$ cat config.mk
export PLATFORM = sky130hd
export DESIGN_NAME = alu_mc
export DESIGN_NICKNAME = d
export VERILOG_FILES = /design/src/rtl/alu_pkg.sv /design/src/rtl/alu_muldiv_iter.sv /design/src/rtl/alu_mc.sv
export SDC_FILE = /design/constraint.sdc
export NUM_CORES = 1
export LEC_CHECK = 0
export ABC_AREA = 1
export CORE_MARGIN = 10
export CORE_UTILIZATION = 40
export DETAILED_ROUTE_END_ITERATION = 10
export GPL_TIMING_DRIVEN = 0
export HOLD_SLACK_MARGIN = 0.05
export PLACE_DENSITY_LB_ADDON = 0.25
export SLEW_MARGIN = 20
export SYNTH_ARGS = -nofsm -noshare
export SYNTH_HDL_FRONTEND = slang
export SYNTH_HIERARCHICAL = 1
export SYNTH_SLANG_ARGS = --single-unit
$ cat constraint.sdc
create_clock -name clk -period 5.06 [get_ports clk]
set_clock_uncertainty 0.2 [all_clocks]
set_input_delay 1.518 -clock clk [delete_from_list [all_inputs] [get_ports clk]]
set_output_delay 1.518 -clock clk [all_outputs]
set_load 0.03 [all_outputs]
$ cat src/rtl/alu_pkg.sv
`default_nettype none
// ============================================================================
//  Module      : alu_pkg
//  Description : Shared opcode encodings, FSM state encoding and helper
//                function for the multi-cycle ALU (alu_mc).
//  Revision    : 1.0 - initial release
// ============================================================================
package alu_pkg;

   localparam logic [3:0] OP_AND  = 4'b0000;
   localparam logic [3:0] OP_OR   = 4'b0001;
   localparam logic [3:0] OP_ADD  = 4'b0010;
   localparam logic [3:0] OP_MUL  = 4'b0011;
   localparam logic [3:0] OP_DIVU = 4'b0100;
   localparam logic [3:0] OP_REMU = 4'b0101;
   localparam logic [3:0] OP_SUB  = 4'b0110;
   localparam logic [3:0] OP_SLT  = 4'b0111;
   localparam logic [3:0] OP_SLL  = 4'b1000;
   localparam logic [3:0] OP_SRL  = 4'b1001;
   localparam logic [3:0] OP_SRA  = 4'b1010;
   localparam logic [3:0] OP_NOR  = 4'b1100;

   typedef enum logic [1:0] {
      IDLE = 2'b00,
      BUSY = 2'b01,
      DONE = 2'b10
   } state_t;

   // True for the opcodes served by the iterative multiply/divide engine.
   function automatic logic is_muldiv(input logic [3:0] op);
      return (op == OP_MUL) || (op == OP_DIVU) || (op == OP_REMU);
   endfunction

endpackage
`default_nettype wire

$ cat src/rtl/alu_muldiv_iter.sv
`default_nettype none
// ============================================================================
//  Module      : alu_muldiv_iter
//  Description : Iterative unsigned multiply (shift-add, low WIDTH bits) and
//                restoring divide, one bit per cycle. The first step is taken
//                in the start cycle, so WIDTH steps finish WIDTH-1 cycles
//                after start; done pulses for one cycle afterwards.
//                acc_out holds product (MUL) or remainder (DIV),
//                quo_out holds the quotient (DIV).
//  Revision    : 1.0 - initial release
// ============================================================================
module alu_muldiv_iter #(
   parameter int WIDTH = 32
) (
   input  logic             clk,
   input  logic             rst,
   input  logic             start,
   input  logic             div,
   input  logic [WIDTH-1:0] a,
   input  logic [WIDTH-1:0] b,
   output logic             done,
   output logic [WIDTH-1:0] acc_out,
   output logic [WIDTH-1:0] quo_out
);

   localparam int CW = $clog2(WIDTH);
   localparam logic [CW-1:0] c_last_cnt = CW'(WIDTH - 1);
   localparam logic [CW-1:0] c_one      = CW'(1);

   // r_acc: product / partial remainder; r_x: multiplicand / divisor;
   // r_y: multiplier / dividend-then-quotient.
   logic [WIDTH-1:0] r_acc, r_x, r_y;
   logic             r_div, r_run, r_done;
   logic [CW-1:0]    r_cnt;

   logic [WIDTH-1:0] w_acc_s, w_x_s, w_y_s;
   logic             w_div_s;
   logic [WIDTH-1:0] w_acc_n, w_x_n, w_y_n;
   logic [WIDTH:0]   w_tmp;
   logic             w_ge;

   // Select step source (fresh operands on start) and compute one step.
   always_comb begin
      w_acc_s = start ? '0 : r_acc;
      w_x_s   = start ? (div ? b : a) : r_x;
      w_y_s   = start ? (div ? a : b) : r_y;
      w_div_s = start ? div : r_div;
      w_tmp   = {w_acc_s, w_y_s[WIDTH-1]};
      w_ge    = (w_tmp >= {1'b0, w_x_s});
      if (w_div_s) begin
         // Trial subtract; the true difference always fits in WIDTH bits.
         w_acc_n = w_ge ? (w_tmp[WIDTH-1:0] - w_x_s) : w_tmp[WIDTH-1:0];
         w_x_n   = w_x_s;
         w_y_n   = {w_y_s[WIDTH-2:0], w_ge};
      end else begin
         w_acc_n = w_acc_s + (w_y_s[0] ? w_x_s : '0);
         w_x_n   = w_x_s << 1;
         w_y_n   = w_y_s >> 1;
      end
   end

   // Datapath registers and step counter.
   always_ff @(posedge clk) begin
      if (rst) begin
         r_acc  <= '0;
         r_x    <= '0;
         r_y    <= '0;
         r_div  <= 1'b0;
         r_run  <= 1'b0;
         r_done <= 1'b0;
         r_cnt  <= '0;
      end else begin
         r_done <= 1'b0;
         if (start || r_run) begin
            r_acc <= w_acc_n;
            r_x   <= w_x_n;
            r_y   <= w_y_n;
            r_div <= w_div_s;
         end
         if (start) begin
            r_run <= 1'b1;
            r_cnt <= c_last_cnt;
         end else if (r_run) begin
            r_cnt <= r_cnt - c_one;
            if (r_cnt == c_one) begin
               r_run  <= 1'b0;
               r_done <= 1'b1;
            end
         end
      end
   end

   assign done    = r_done;
   assign acc_out = r_acc;
   assign quo_out = r_y;

endmodule
`default_nettype wire

$ cat src/rtl/alu_mc.sv
`default_nettype none
// ============================================================================
//  Module      : alu_mc
//  Description : Multi-cycle ALU with valid/ready handshakes. Logic, add/sub,
//                signed compare and shifts complete in one cycle; MUL/DIVU/
//                REMU use the iterative engine (WIDTH+1 cycle latency).
//                Build macro ALU_MULDIV_EN enables MUL/DIVU/REMU; without it
//                those opcodes are reported as illegal.
//  Revision    : 1.0 - initial release
// ============================================================================
module alu_mc
   import alu_pkg::*;
#(
   parameter int WIDTH = 32,
   parameter int SHW   = $clog2(WIDTH)
) (
   input  logic             clk,
   input  logic             rst,
   input  logic             in_valid,
   output logic             in_ready,
   input  logic [3:0]       op,
   input  logic [WIDTH-1:0] a,
   input  logic [WIDTH-1:0] b,
   output logic             out_valid,
   input  logic             out_ready,
   output logic [WIDTH-1:0] result,
   output logic             zero,
   output logic             overflow,
   output logic             illegal
);

   state_t           r_state, w_state_nxt;
   logic             w_accept, w_is_md, w_md_done;
   logic [WIDTH-1:0] w_alu_res, w_md_res, w_sum, w_diff;
   logic             w_alu_ovf, w_alu_ill;
   logic [SHW-1:0]   w_sh;

   assign w_accept = in_valid && (r_state == IDLE);
   assign w_sum    = a + b;
   assign w_diff   = a - b;
   assign w_sh     = b[SHW-1:0];

   // Single-cycle result, overflow and illegal-opcode decode.
   always_comb begin
      w_alu_res = '0;
      w_alu_ovf = 1'b0;
      w_alu_ill = 1'b0;
      case (op)
         OP_AND: w_alu_res = a & b;
         OP_OR:  w_alu_res = a | b;
         OP_NOR: w_alu_res = ~(a | b);
         OP_ADD: begin
            w_alu_res = w_sum;
            w_alu_ovf = (a[WIDTH-1] == b[WIDTH-1]) && (w_sum[WIDTH-1] != a[WIDTH-1]);
         end
         OP_SUB: begin
            w_alu_res = w_diff;
            w_alu_ovf = (a[WIDTH-1] != b[WIDTH-1]) && (w_diff[WIDTH-1] != a[WIDTH-1]);
         end
         OP_SLT: w_alu_res = {{(WIDTH-1){1'b0}}, ($signed(a) < $signed(b))};
         OP_SLL: w_alu_res = a << w_sh;
         OP_SRL: w_alu_res = a >> w_sh;
         OP_SRA: w_alu_res = WIDTH'($signed(a) >>> w_sh);
`ifdef ALU_MULDIV_EN
         OP_MUL, OP_DIVU, OP_REMU: w_alu_ill = 1'b0;
`endif
         default: w_alu_ill = 1'b1;
      endcase
   end

`ifdef ALU_MULDIV_EN
   logic [3:0]       r_op;
   logic [WIDTH-1:0] w_acc, w_quo;

   assign w_is_md = is_muldiv(op);

   alu_muldiv_iter #(
      .WIDTH (WIDTH)
   ) u_muldiv (
      .clk     (clk),
      .rst     (rst),
      .start   (w_accept && w_is_md),
      .div     (op != OP_MUL),
      .a       (a),
      .b       (b),
      .done    (w_md_done),
      .acc_out (w_acc),
      .quo_out (w_quo)
   );

   assign w_md_res = (r_op == OP_DIVU) ? w_quo : w_acc;

   // Remember which iterative op is in flight to pick its result.
   always_ff @(posedge clk) begin
      if (rst)
         r_op <= OP_AND;
      else if (w_accept)
         r_op <= op;
   end
`else
   assign w_is_md   = 1'b0;
   assign w_md_done = 1'b0;
   assign w_md_res  = '0;
`endif

   // Next-state and handshake outputs.
   always_comb begin
      w_state_nxt = r_state;
      in_ready    = 1'b0;
      out_valid   = 1'b0;
      case (r_state)
         IDLE: begin
            in_ready = 1'b1;
            if (in_valid)
               w_state_nxt = w_is_md ? BUSY : DONE;
         end
         BUSY: begin
            if (w_md_done)
               w_state_nxt = DONE;
         end
         DONE: begin
            out_valid = 1'b1;
            if (out_ready)
               w_state_nxt = IDLE;
         end
         default: w_state_nxt = IDLE;
      endcase
   end

   // State register and registered result/flags, held stable in DONE.
   always_ff @(posedge clk) begin
      if (rst) begin
         r_state  <= IDLE;
         result   <= '0;
         zero     <= 1'b1;
         overflow <= 1'b0;
         illegal  <= 1'b0;
      end else begin
         r_state <= w_state_nxt;
         if (w_accept && !w_is_md) begin
            result   <= w_alu_res;
            zero     <= (w_alu_res == '0);
            overflow <= w_alu_ovf;
            illegal  <= w_alu_ill;
         end else if ((r_state == BUSY) && w_md_done) begin
            result   <= w_md_res;
            zero     <= (w_md_res == '0);
            overflow <= 1'b0;
            illegal  <= 1'b0;
         end
      end
   end

endmodule
`default_nettype wire

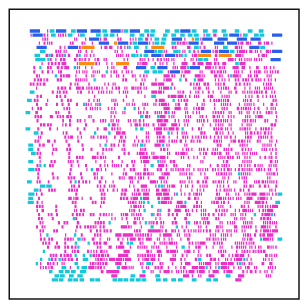
Fig. 1. Placement by cell class.
(1.5 px per um)
| class | color | cells | share of their area |
|---|---|---|---|
| flops | blue | 36 | 5.4% |
| other buffers and delay cells | cyan | 213 | 13% |
| clock drivers and dummy loads | orange | 8 | 1.3% |
| combinational and other logic | magenta | 2,256 | 81% |

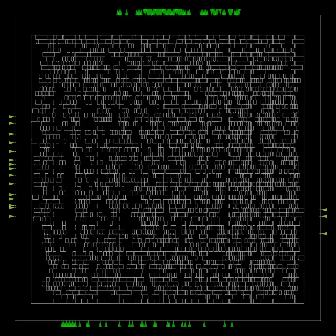
Fig. 2. Cell outlines without signal wires.
post-route core utilization: 47.8%
tally of non-filler cells in the final layout: 2,897
register share of the cell area: 5.21%
Fillers: 3,323
CORE AREA: 28,900 um2

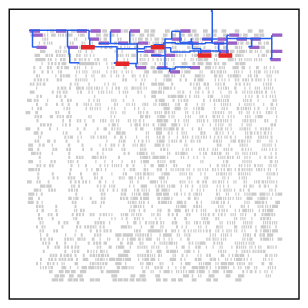
Fig. 3. Clock distribution.
(1.5 px per um)
[clock drivers] red | count: 5
[clock wires] blue | length: 559 um
[flip-flops] purple | count: 36
routed clock nets: 6
flops lie: a band across the top

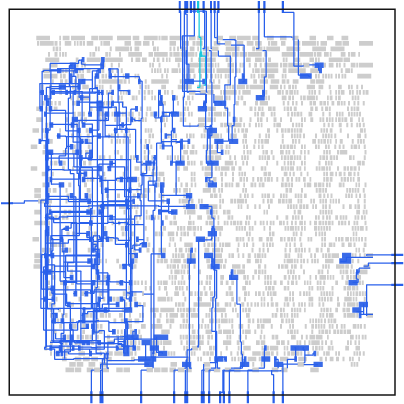
Fig. 4. Nets reached from selected ports.
(2 px per um)
| port | color | bits | direction | edge | end cells | buffers | wire |
|---|---|---|---|---|---|---|---|
| b | blue | 32 | input | 16 bottom, 12 top, 3 right, 1 left | 303 | 59 | 6,650 um |
| out_ready | cyan | 1 | input | top | 1 | 1 | 59.7 um |

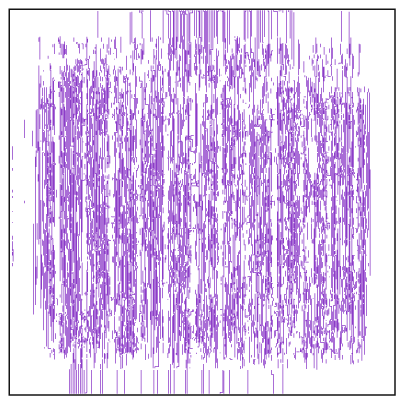
Fig. 5. Met2 routing.
(2 px per um)
nets with wire on the layer: 2,128
share of all routed wire: 44%
longest straight run: 95.9 um
wire length on this layer: 29.1 mm

==> summary.txt <==
State of the implementation.

- The register with the most flip-flops in the layout has 32 of them.
- The placed instances occupy a cell area of 13,400 um2.
- Per the detail_route report, vias per standard cell equal 5.78.
- The top register by number of flip-flops is result, for reference.
- The sequential cells in the finished layout cover a total of 721 um2.
- Per the OpenROAD timing report, the critical path contains 19 cells.
- Registers are responsible for 15.0% of the overall power.
- Yosys reports a chip area of 11,900 um2.
- The die boundary height is 192 um, for reference.
- Note, the detailed placer reported a final HPWL of 54.6 mm.
- The synthesized design contains 0 enable-type register cells.
- The initial antenna violation count is 1, for reference.
- The final cycle utilization of the critical path is 98.8%, for reference.
- The share of total power dissipated in combinational logic is 68.3%.
- In this run, synthesis produced a sequential element count of 36.
- The biggest area consumer among synthesized cells is nand2_1, for reference.
- Per STA, the worst path is made up of clkdlybuf4s50_1, inv_1, ha_1, buf_2, nand2_1, nor2_1, and2_1, nand3b_1, nand3_1, nand2_1, nand3_1, nand3_1, nor2_1, nand2_1, nor2_1, nand2_1, nor2_1, nand2_1, nand2_1.
- For met3 alone, demand over resource in global routing was 4.64%.
- The global routing report lists combined usage of all routing layers as 34.6%.
- The global routing report lists met1 layer usage as 43.6%.
- The share of total power dissipated in the clock network is 16.7%.
- The worst hold path passes through 2 cells.
- The final layout contains routed wiring with a total length of 65.5 mm.
- Of the post-synthesis cell area, the part taken by muxes is 0%.
- The fraction of cell area in multi-input combinational cells is reported as 67.8%.
- The number of global-route vias before repair is 15,800.
- The worst slew margin relative to its limit is 34.6%, for reference.
- The total of hold buffers inserted after clock tree synthesis is 0, for reference.
- The flow ran to the end, and the final reports show no timing, DRC or antenna violations.
- STA on the placed design reports a worst setup slack of -816 ps.
- The routing usage on met2 is 56.3%, for reference.
- The count of final hold-check violations is 0, for reference.
- The capture point of the critical path was reported as zero.
- The clock buffer count is 5, for reference.
- The mean cell area of the mapped netlist is 4.95 um2, for reference.
- The critical path is of the in -> reg type.
- The worst endpoint data arrival time is 5030 ps, for reference.
- Hold analysis lists the worst path endpoint as result[9].
- The switching power share of the total is 54.3%, for reference.
- The congestion estimate from routability-driven global placement came to 1.07.
Power figures rest on the tool's default switching activity, not on a simulated workload.
